**src/rtl/chip8_video_pkg.sv**
```systemverilog
// Shared video constants and the 2-bit grey palette for the CHIP-8 VGA back-end.
package chip8_video_pkg;

    localparam int VGA_H_ACTIVE = 640;
    localparam int VGA_H_FP     = 16;
    localparam int VGA_H_SYNC   = 96;
    localparam int VGA_H_BP     = 48;

    localparam int VGA_V_ACTIVE = 480;
    localparam int VGA_V_FP     = 10;
    localparam int VGA_V_SYNC   = 2;
    localparam int VGA_V_BP     = 33;

    localparam int VGA_X_OFF = 64;
    localparam int VGA_Y_OFF = 112;

    // Each CHIP-8 pixel covers a 4x4 block of screen pixels.
    localparam int WIN_W       = 512;
    localparam int WIN_H       = 256;
    localparam int SCALE_SHIFT = 2;

    localparam logic [11:0] VGA_BORDER_RGB = 12'h000;

    function automatic logic [11:0] palette(input logic [1:0] level);
        case (level)
            2'd0:    palette = 12'h000;
            2'd1:    palette = 12'h555;
            2'd2:    palette = 12'hAAA;
            default: palette = 12'hFFF;
        endcase
    endfunction

endpackage

```
**src/rtl/chip8_vga_timing.sv**
```systemverilog
// Free-running h/v raster counters with the stage-0 active, sync and frame-tick decode.
module chip8_vga_timing
    import chip8_video_pkg::*;
#(
    parameter int H_ACTIVE = VGA_H_ACTIVE,
    parameter int H_FP     = VGA_H_FP,
    parameter int H_SYNC   = VGA_H_SYNC,
    parameter int H_BP     = VGA_H_BP,
    parameter int V_ACTIVE = VGA_V_ACTIVE,
    parameter int V_FP     = VGA_V_FP,
    parameter int V_SYNC   = VGA_V_SYNC,
    parameter int V_BP     = VGA_V_BP
) (
    input  logic       clk,
    input  logic       reset,
    output logic [9:0] h,
    output logic [9:0] v,
    output logic       active,
    output logic       hs,
    output logic       vs,
    output logic       tick
);

    localparam logic [9:0] H_LAST    = 10'(H_ACTIVE + H_FP + H_SYNC + H_BP - 1);
    localparam logic [9:0] V_LAST    = 10'(V_ACTIVE + V_FP + V_SYNC + V_BP - 1);
    localparam logic [9:0] H_ACT_END = 10'(H_ACTIVE);
    localparam logic [9:0] V_ACT_END = 10'(V_ACTIVE);
    localparam logic [9:0] HS_START  = 10'(H_ACTIVE + H_FP);
    localparam logic [9:0] HS_END    = 10'(H_ACTIVE + H_FP + H_SYNC);
    localparam logic [9:0] VS_START  = 10'(V_ACTIVE + V_FP);
    localparam logic [9:0] VS_END    = 10'(V_ACTIVE + V_FP + V_SYNC);

    // v advances only on the cycle h wraps, so both wraps land on the same edge.
    always_ff @(posedge clk or posedge reset) begin
        if (reset) begin
            h <= 10'd0;
            v <= 10'd0;
        end else if (h == H_LAST) begin
            h <= 10'd0;
            v <= (v == V_LAST) ? 10'd0 : v + 10'd1;
        end else begin
            h <= h + 10'd1;
        end
    end

    assign active = (h < H_ACT_END) && (v < V_ACT_END);
    assign hs     = (h >= HS_START) && (h < HS_END);
    assign vs     = (v >= VS_START) && (v < VS_END);
    assign tick   = (h == 10'd0) && (v == V_ACT_END);

endmodule

```
**src/rtl/chip8_vga_scanout.sv**
```systemverilog
// CHIP-8 VGA scan-out: maps the raster onto the 4x-scaled VRAM window and
// aligns colour, syncs and frame tick through a two-register pipeline.
module chip8_vga_scanout
    import chip8_video_pkg::*;
#(
    parameter int          H_ACTIVE   = VGA_H_ACTIVE,
    parameter int          H_FP       = VGA_H_FP,
    parameter int          H_SYNC     = VGA_H_SYNC,
    parameter int          H_BP       = VGA_H_BP,
    parameter int          V_ACTIVE   = VGA_V_ACTIVE,
    parameter int          V_FP       = VGA_V_FP,
    parameter int          V_SYNC     = VGA_V_SYNC,
    parameter int          V_BP       = VGA_V_BP,
    parameter int          X_OFF      = VGA_X_OFF,
    parameter int          Y_OFF      = VGA_Y_OFF,
    parameter logic [11:0] BORDER_RGB = VGA_BORDER_RGB
) (
    input  logic        clk,
    input  logic        reset,
    output logic [6:0]  rd_hpos,
    output logic [5:0]  rd_vpos,
    input  logic [1:0]  rd_pixel,
    output logic [11:0] rgb,
    output logic        hsync,
    output logic        vsync,
    output logic        display_on,
    output logic        frame_tick
);

    localparam logic [9:0] X_LO = 10'(X_OFF);
    localparam logic [9:0] X_HI = 10'(X_OFF + WIN_W);
    localparam logic [9:0] Y_LO = 10'(Y_OFF);
    localparam logic [9:0] Y_HI = 10'(Y_OFF + WIN_H);

    logic [9:0] h;
    logic [9:0] v;
    logic       active;
    logic       hs;
    logic       vs;
    logic       tick;
    logic       in_win;

    logic       active_s1;
    logic       in_win_s1;
    logic       hs_s1;
    logic       vs_s1;
    logic       tick_s1;

    chip8_vga_timing #(
        .H_ACTIVE (H_ACTIVE),
        .H_FP     (H_FP),
        .H_SYNC   (H_SYNC),
        .H_BP     (H_BP),
        .V_ACTIVE (V_ACTIVE),
        .V_FP     (V_FP),
        .V_SYNC   (V_SYNC),
        .V_BP     (V_BP)
    ) u_timing (
        .clk    (clk),
        .reset  (reset),
        .h      (h),
        .v      (v),
        .active (active),
        .hs     (hs),
        .vs     (vs),
        .tick   (tick)
    );

    assign in_win = (h >= X_LO) && (h < X_HI) && (v >= Y_LO) && (v < Y_HI);

    // Address is parked at 0 outside the window so the read port never wanders.
    assign rd_hpos = in_win ? 7'((h - X_LO) >> SCALE_SHIFT) : 7'd0;
    assign rd_vpos = in_win ? 6'((v - Y_LO) >> SCALE_SHIFT) : 6'd0;

    // Stage 1 holds the decode while the VRAM read for the same pixel completes.
    always_ff @(posedge clk or posedge reset) begin
        if (reset) begin
            active_s1 <= 1'b0;
            in_win_s1 <= 1'b0;
            hs_s1     <= 1'b0;
            vs_s1     <= 1'b0;
            tick_s1   <= 1'b0;
        end else begin
            active_s1 <= active;
            in_win_s1 <= in_win;
            hs_s1     <= hs;
            vs_s1     <= vs;
            tick_s1   <= tick;
        end
    end

    // Stage 2 registers every output so colour and syncs leave on the same edge.
    always_ff @(posedge clk or posedge reset) begin
        if (reset) begin
            rgb        <= 12'h000;
            hsync      <= 1'b1;
            vsync      <= 1'b1;
            display_on <= 1'b0;
            frame_tick <= 1'b0;
        end else begin
            if (!active_s1) begin
                rgb <= 12'h000;
            end else if (!in_win_s1) begin
                rgb <= BORDER_RGB;
            end else begin
                rgb <= palette(rd_pixel);
            end
            hsync      <= ~hs_s1;
            vsync      <= ~vs_s1;
            display_on <= active_s1;
            frame_tick <= tick_s1;
        end
    end

endmodule

```
**config.mk**
```make
export PLATFORM = sky130hd
export DESIGN_NAME = chip8_vga_scanout
export DESIGN_NICKNAME = d
export VERILOG_FILES = /design/src/rtl/chip8_video_pkg.sv /design/src/rtl/chip8_vga_timing.sv /design/src/rtl/chip8_vga_scanout.sv
export SDC_FILE = /design/constraint.sdc
export NUM_CORES = 1
export LEC_CHECK = 0
export ABC_CLOCK_PERIOD_IN_PS = 2200
export CORE_ASPECT_RATIO = 1.75
export CORE_MARGIN = 2
export CORE_UTILIZATION = 52
export CTS_CLUSTER_DIAMETER = 100
export DETAILED_ROUTE_END_ITERATION = 8
export GPL_TIMING_DRIVEN = 0
export MAX_ROUTING_LAYER = met4
export PLACE_DENSITY = 0.86
export SETUP_SLACK_MARGIN = 0.1
export SYNTH_ARGS = -nofsm -noshare
export SYNTH_HDL_FRONTEND = slang
export SYNTH_HIERARCHICAL = 1
export SYNTH_SLANG_ARGS = --single-unit
```
**constraint.sdc**
```tcl
create_clock -name clk -period 2.2 [get_ports clk]
set_clock_uncertainty 0.05 [all_clocks]
set_input_delay 0.44 -clock clk [delete_from_list [all_inputs] [get_ports clk]]
set_output_delay 0.44 -clock clk [all_outputs]
set_load 0.02 [all_outputs]
```
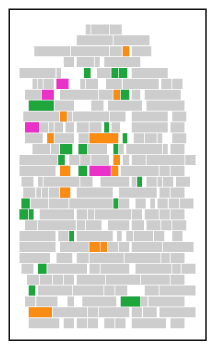
Fig. 1. Gate families picked out (run 1).
(4 px per um)
- green: NAND gates (cells 21)
- magenta: AND-OR and OR-AND gates (cells 4; most used a22o_1)
- orange: inverting AOI/OAI gates (cells 12; most used o21ai_0)

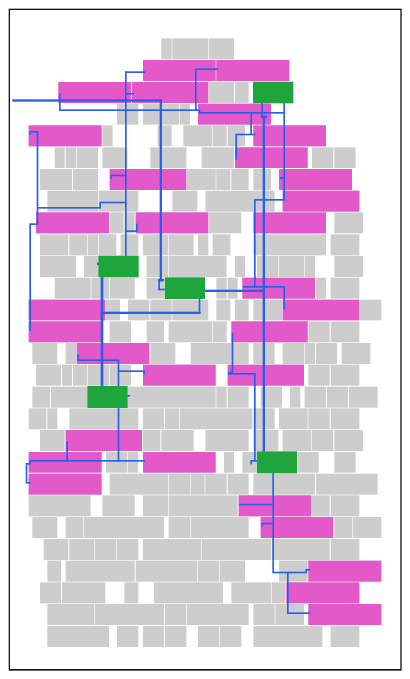
Fig. 2. Clock distribution (run 1).
(8 px per um)
- blue: clock wires (length 387 um)
- magenta: flip-flops (count 31)
- green: cells driving clock nets (count 5)
- flops lie: spread over the die
P_clk: 580 uW
worst skew pair latency: 290 ps
Clk pwr share: 0.497

==> flow_metrics.tcl, run 1 <==
# metrics dict for downstream scripts
set metrics [dict create \
    drive_gt1_frac 0.434 \
    whs_ps 302 \
    netlist_instances 166 \
    core_um2 3360 \
    overflow 0 \
    setup_viol 13 \
    fp-row-count 28 \
    p_total_uw 1170 \
    timing.fmax_mhz 399 \
    fp.dieW_um 48.8 \
    synth_nets 177 \
    cts.htree.levels 2 \
    nets 229 \
    antenna_found_initial 0 \
    ys_cells 166 \
    grt_start_max_net_pins 21 \
    warnings 32 \
    grt.met1_usage 0.272 \
    fin_ws_ps -309 \
    violations "setup timing" \
    synth_area_per_cell_um2 11.0 \
    fin_crit_sh 1.14 \
    route.detailed.drc 0 \
    status "complete, but fails checks" \
    yosys.cell_types.count 46 \
    grt_first_pass_wirelength_um 8480 \
    required_ps 1710 \
    largestRegisters "u_timing/h: 10 flops, u_timing/v: 10 flops, rgb: 2 flops" \
    drt-pass1-iter-count 4 \
    holdCritPathClass "flip-flop to flip-flop" \
    ys_chip_area_um2 1830 \
    power_density_nw_per_um2 435 \
    groute.layer.met2.usage 0.559 \
    dp_worst_setup_slack_ps -592 \
    synth_area_um2 1830 \
    setup.worst_path.start_class "flip-flop" \
    grt_busiest_layer "met2" \
    wl_per_cell_um 20.9 \
    hold_buffers 0 \
    clkTransAtPathRegs_ps 70 \
    cts_setup_buffers 10 \
]
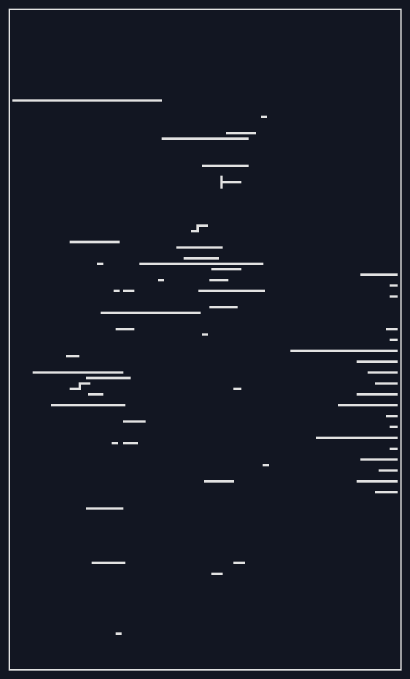
Fig. 3. The metal 3 layer (run 1).
(8 px per um)
- share of all routed wire: 4.2%
- main direction: horizontal
- longest straight run: 18.4 um
- nets with wire on the layer: 41
met3 Use GR: 0.0486
Total Wirelength: 5520 um

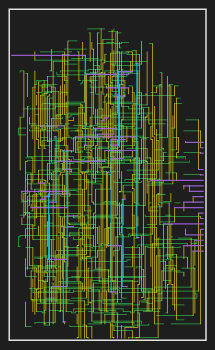
Fig. 4. Wiring by layer (run 1).
(4 px per um)
- green: met1 (wire length 1,870 um)
- yellow: met2 (wire length 3,170 um)
- cyan: met4 (wire length 256 um)
- purple: met3 (wire length 229 um)

[run 1: metal layers]
layer  part of all wire  vias up
met5                  0        -
met1               0.34      780
met4              0.046        0
li1                   -      695
met2               0.57       72
met3              0.041       27
[run 1: power by group]
group,total [uW],switching [uW],internal [uW]
combinational,16.6,11.7,4.87
sequential,570,0,570
clock,580,214,366
[run 1: cells in the mapped netlist, drive strengths merged]
master	number	area share
and4	3	0.016
or4	1	0.0041
ha	7	0.048
nor2	8	0.025
buf	14	0.060
a22o	3	0.015
nand4	7	0.024
nand3	5	0.021
nand4b	1	0.0048
and3	7	0.025
nor3b	1	0.0041
mux2	1	0.0062
nor2b	2	0.0069
nor4	8	0.048
o31ai	2	0.0082
nand2b	1	0.0034
o21ai	5	0.014
a21oi	3	0.0082
a22oi	1	0.0041
a211oi	1	0.0069
dfstp	2	0.029
xor2	7	0.034
dfrtp	29	0.40
and4bb	1	0.0069
nor3	5	0.014
and3b	2	0.012
and2	2	0.0082
clkbuf	2	0.0069
nand2	7	0.014
a21o	1	0.0041
xnor2	8	0.038
inv	10	0.021
nor4b	9	0.062
[run 1: layout make-up]
type	instances	area [um2]
Inverter	10	37.5
Tap cell	45	56.3
Multi-Input combinational cell	109	1100
Clock buffer	6	82.6
Buffer	16	159
Fill cell	200	683
Timing Repair Buffer	45	419
Clock inverter	2	35.0
Sequential cell	31	786
[run 1: critical path, stage by stage, from the launching register on]
cell	delay [ps]
dfrtp_2	450
inv_1	70
ha_2	210
nand2b_4	70
buf_4	150
a211oi_4	320
clkbuf_16	250
nor4b_4	50
buf_4	160
[run 1: cells by family (layout without fill, tap and decap cells)]
| family | count (synthesis) | in the layout | synth area share |
|---|---|---|---|
| AOI/OAI and AO/OA | 16 | 16 | 0.0603 |
| xor gates and xnor gates | 15 | 15 | 0.0720 |
| adders and majority gates | 7 | 7 | 0.0480 |
| buffers and inverters | 26 | 79 | 0.0877 |
| DFF | 31 | 31 | 0.426 |
| muxes | 1 | 1 | 0.00617 |
| and+or+nand+nor | 70 | 70 | 0.300 |
[run 1: final timing paths]
path	start	to	slack, ps	cells past startpoint
min in group asynchronous	reset	hs_s1$_DFF_PP0_	430	2
min reg2reg	tick_s1$_DFF_PP0_	frame_tick$_DFF_PP0_	300	0
max	u_timing/h[6]$_DFF_PP0_	rd_vpos[0]	-310	8
max in group asynchronous	reset	u_timing/v[4]$_DFFE_PP0N_	970	2
min	tick_s1$_DFF_PP0_	frame_tick$_DFF_PP0_	300	0
max reg2reg	u_timing/h[7]$_DFF_PP0_	u_timing/v[9]$_DFFE_PP0N_	190	6
[run 1: per-stage QoR]
stage	area [um2]	std cells
final	2680	264
after global routing	2680	264
after CTS	2590	261
after detailed placement	2350	243
after global placement	2350	243
after floorplan	1970	166
[run 1: placed cells by master (no fill, tap or decap), drive strengths merged, types with 2 or more instances in the layout]
cell	count
a21oi	3
a22o	3
and2	2
and3	7
and3b	2
and4	3
buf	39
clkbuf	9
clkdlybuf4s50	19
dfrtp	29
dfstp	2
ha	7
inv	10
nand2	7
nand3	5
nand4	7
nor2	8
nor2b	2
nor3	5
nor4	8
nor4b	9
o21ai	5
o31ai	2
xnor2	8
xor2	7
--- run 2 (diff from run 1) ---
--- a/config.mk
+++ b/config.mk
@@ -5,7 +5,7 @@
 export SDC_FILE = /design/constraint.sdc
 export NUM_CORES = 1
 export LEC_CHECK = 0
-export ABC_CLOCK_PERIOD_IN_PS = 2200
+export ABC_CLOCK_PERIOD_IN_PS = 2350
 export CORE_ASPECT_RATIO = 1.75
 export CORE_MARGIN = 2
 export CORE_UTILIZATION = 52
==> constraint.sdc (replaced) <==
create_clock -name clk -period 2.35 [get_ports clk]
set_clock_uncertainty 0.05 [all_clocks]
set_input_delay 0.47 -clock clk [delete_from_list [all_inputs] [get_ports clk]]
set_output_delay 0.47 -clock clk [all_outputs]
set_load 0.02 [all_outputs]
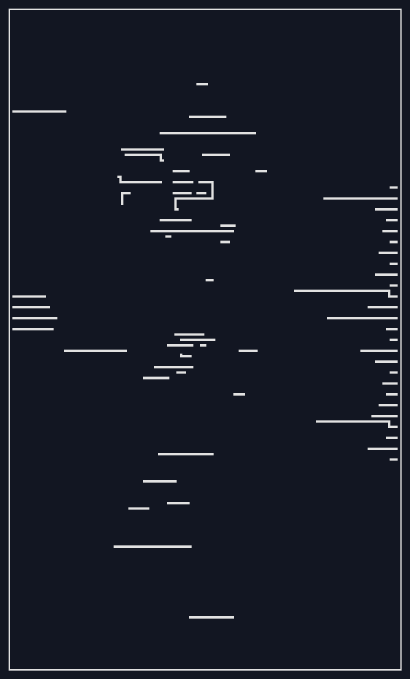
Fig. 5. The metal 3 layer (run 2).
(8 px per um)
- main direction: horizontal
- nets with wire on the layer: 51
- longest straight run: 11.7 um
- share of all routed wire: 4.4%

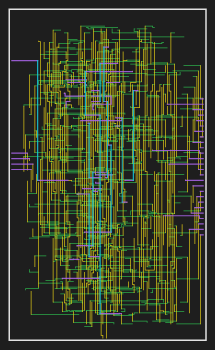
Fig. 6. Wiring by layer (run 2).
(4 px per um)
- green: met1 (wire length 1,810 um)
- purple: met3 (wire length 241 um)
- yellow: met2 (wire length 3,170 um)
- cyan: met4 (wire length 246 um)

==> run 2 against run 1 <==
Sequential power decreased by 6.3%. Critical path depth is 1 lower. Non-clock buffer count did not move. Register-to-register slack better by 130 ps. Cell area fell by 2.6%. Cell count decreased by 0.38%. Via count increased by 1.1%. Sequential share of layout area rose by 0.69 points. Flip-flop count unchanged. Worst setup slack better by 110 ps. Power fell by 17%. The run still ends with setup timing left.
==> flow_metrics.tcl, run 2 <==
# metrics dict for downstream scripts
set metrics [dict create \
    ys_chip_area_um2 1830 \
    netlist_instances 166 \
    cts.htree.levels 2 \
    yosys.cell_types.count 46 \
    largestRegisters "u_timing/h: 10 flops, u_timing/v: 10 flops, rgb: 2 flops" \
    synth_area_per_cell_um2 11.0 \
    fin_area_um2 2610 \
    fin_ws_ps -194 \
    setup_viol 13 \
    drt-pass1-iter-count 4 \
    lay_top_count "buf_4" \
    grt_first_pass_wirelength_um 8690 \
    p_total_uw 973 \
    status "complete, but fails checks" \
    power_density_nw_per_um2 373 \
    ys_cells 166 \
    fin_crit_sh 1.08 \
    synthFlopType "dfrtp_1" \
    min_to "vsync$_DFF_PP1_" \
    fp.dieW_um 48.8 \
    grt_start_max_net_pins 21 \
    clkTransAtPathRegs_ps 60 \
    antenna_found_initial 0 \
    hold_path.startpoint "vs_s1$_DFF_PP0_" \
    largest_area_cell "dfrtp_1" \
    violations "setup timing" \
    edf_count 0 \
    r2r_end "u_timing/v[9]$_DFFE_PP0N_" \
]
[run 2: power breakdown]
group | total [uW] | leakage (uW) | internal, uW | switching (uW)
Sequential | 534 | 0.000395 | 534 | 0
Combinational | 15.7 | 0.000656 | 4.58 | 11.1
Clock | 424 | 0.0000470 | 229 | 194
[run 2: routing by layer]
metal / part of all wire / GRT usage
met3: 0.044 / 0.0719
met1: 0.33 / 0.261
met4: 0.045 / 0.229
met2: 0.58 / 0.585
met5: 0 / -
[run 2: kinds of logic (layout without fill, tap and decap cells)]
| group | after synthesis | after routing | synth area share |
|---|---|---|---|
| compound gates | 16 | 16 | 0.0603 |
| simple gates | 70 | 70 | 0.300 |
| buf+inv | 26 | 78 | 0.0877 |
| flops | 31 | 31 | 0.426 |
| xor+xnor | 15 | 15 | 0.0720 |
| fa+ha+maj | 7 | 7 | 0.0480 |
| mux | 1 | 1 | 0.00617 |
[run 2: through the flow]
step                utilization  setup WS, ps  cells
floorplan                     -         -43.9    166
global placement          0.670          -474    243
detailed placement        0.670          -582    243
CTS                       0.761          -147    262
global route              0.776          -243    263
finish                    0.776          -194    263
[run 2: area by class of cell]
type / instances / area (um2) / share of cell area
Clock buffer: 6 / 82.6 / 0.0316
Inverter: 10 / 40.0 / 0.0153
Multi-Input combinational cell: 109 / 1070 / 0.411
Buffer: 16 / 159 / 0.0609
Timing Repair Buffer: 45 / 410 / 0.157
Sequential cell: 31 / 783 / 0.300
Clock inverter: 1 / 5.00 / 0.00192
Tap cell: 45 / 56.3 / 0.0216
[run 2: worst max-delay path by stage]
stage / startpoint / endpoint
after floorplan: u_timing/h[6]$_DFF_PP0_ / rd_hpos[0]
after global placement: u_timing/v[4]$_DFFE_PP0N_ / rd_vpos[5]
after detailed placement: u_timing/h[6]$_DFF_PP0_ / rd_hpos[5]
after CTS: u_timing/h[7]$_DFF_PP0_ / rd_hpos[5]
after global routing: u_timing/h[7]$_DFF_PP0_ / rd_hpos[4]
final: u_timing/h[7]$_DFF_PP0_ / rd_vpos[0]
[run 2: worst max-delay path, stage by stage (launching register included)]
cell and delay (ps):
dfrtp_2 450, inv_4 80, ha_4 120, nor4b_4 290, a211oi_4 160, buf_12 180
nor4b_4 260, buf_4 180
[run 2: what timing repair did]
item / 4_1_cts / 5_1_grt
hold buffers: 0 / 0
gates cloned: 1 / 0
endpoints found under the setup margin: 13 / 13
resized: 100 / 11
pin swaps: 13 / 8
buffers inserted: 11 / 1
Power is estimated from default activity; no workload was simulated.
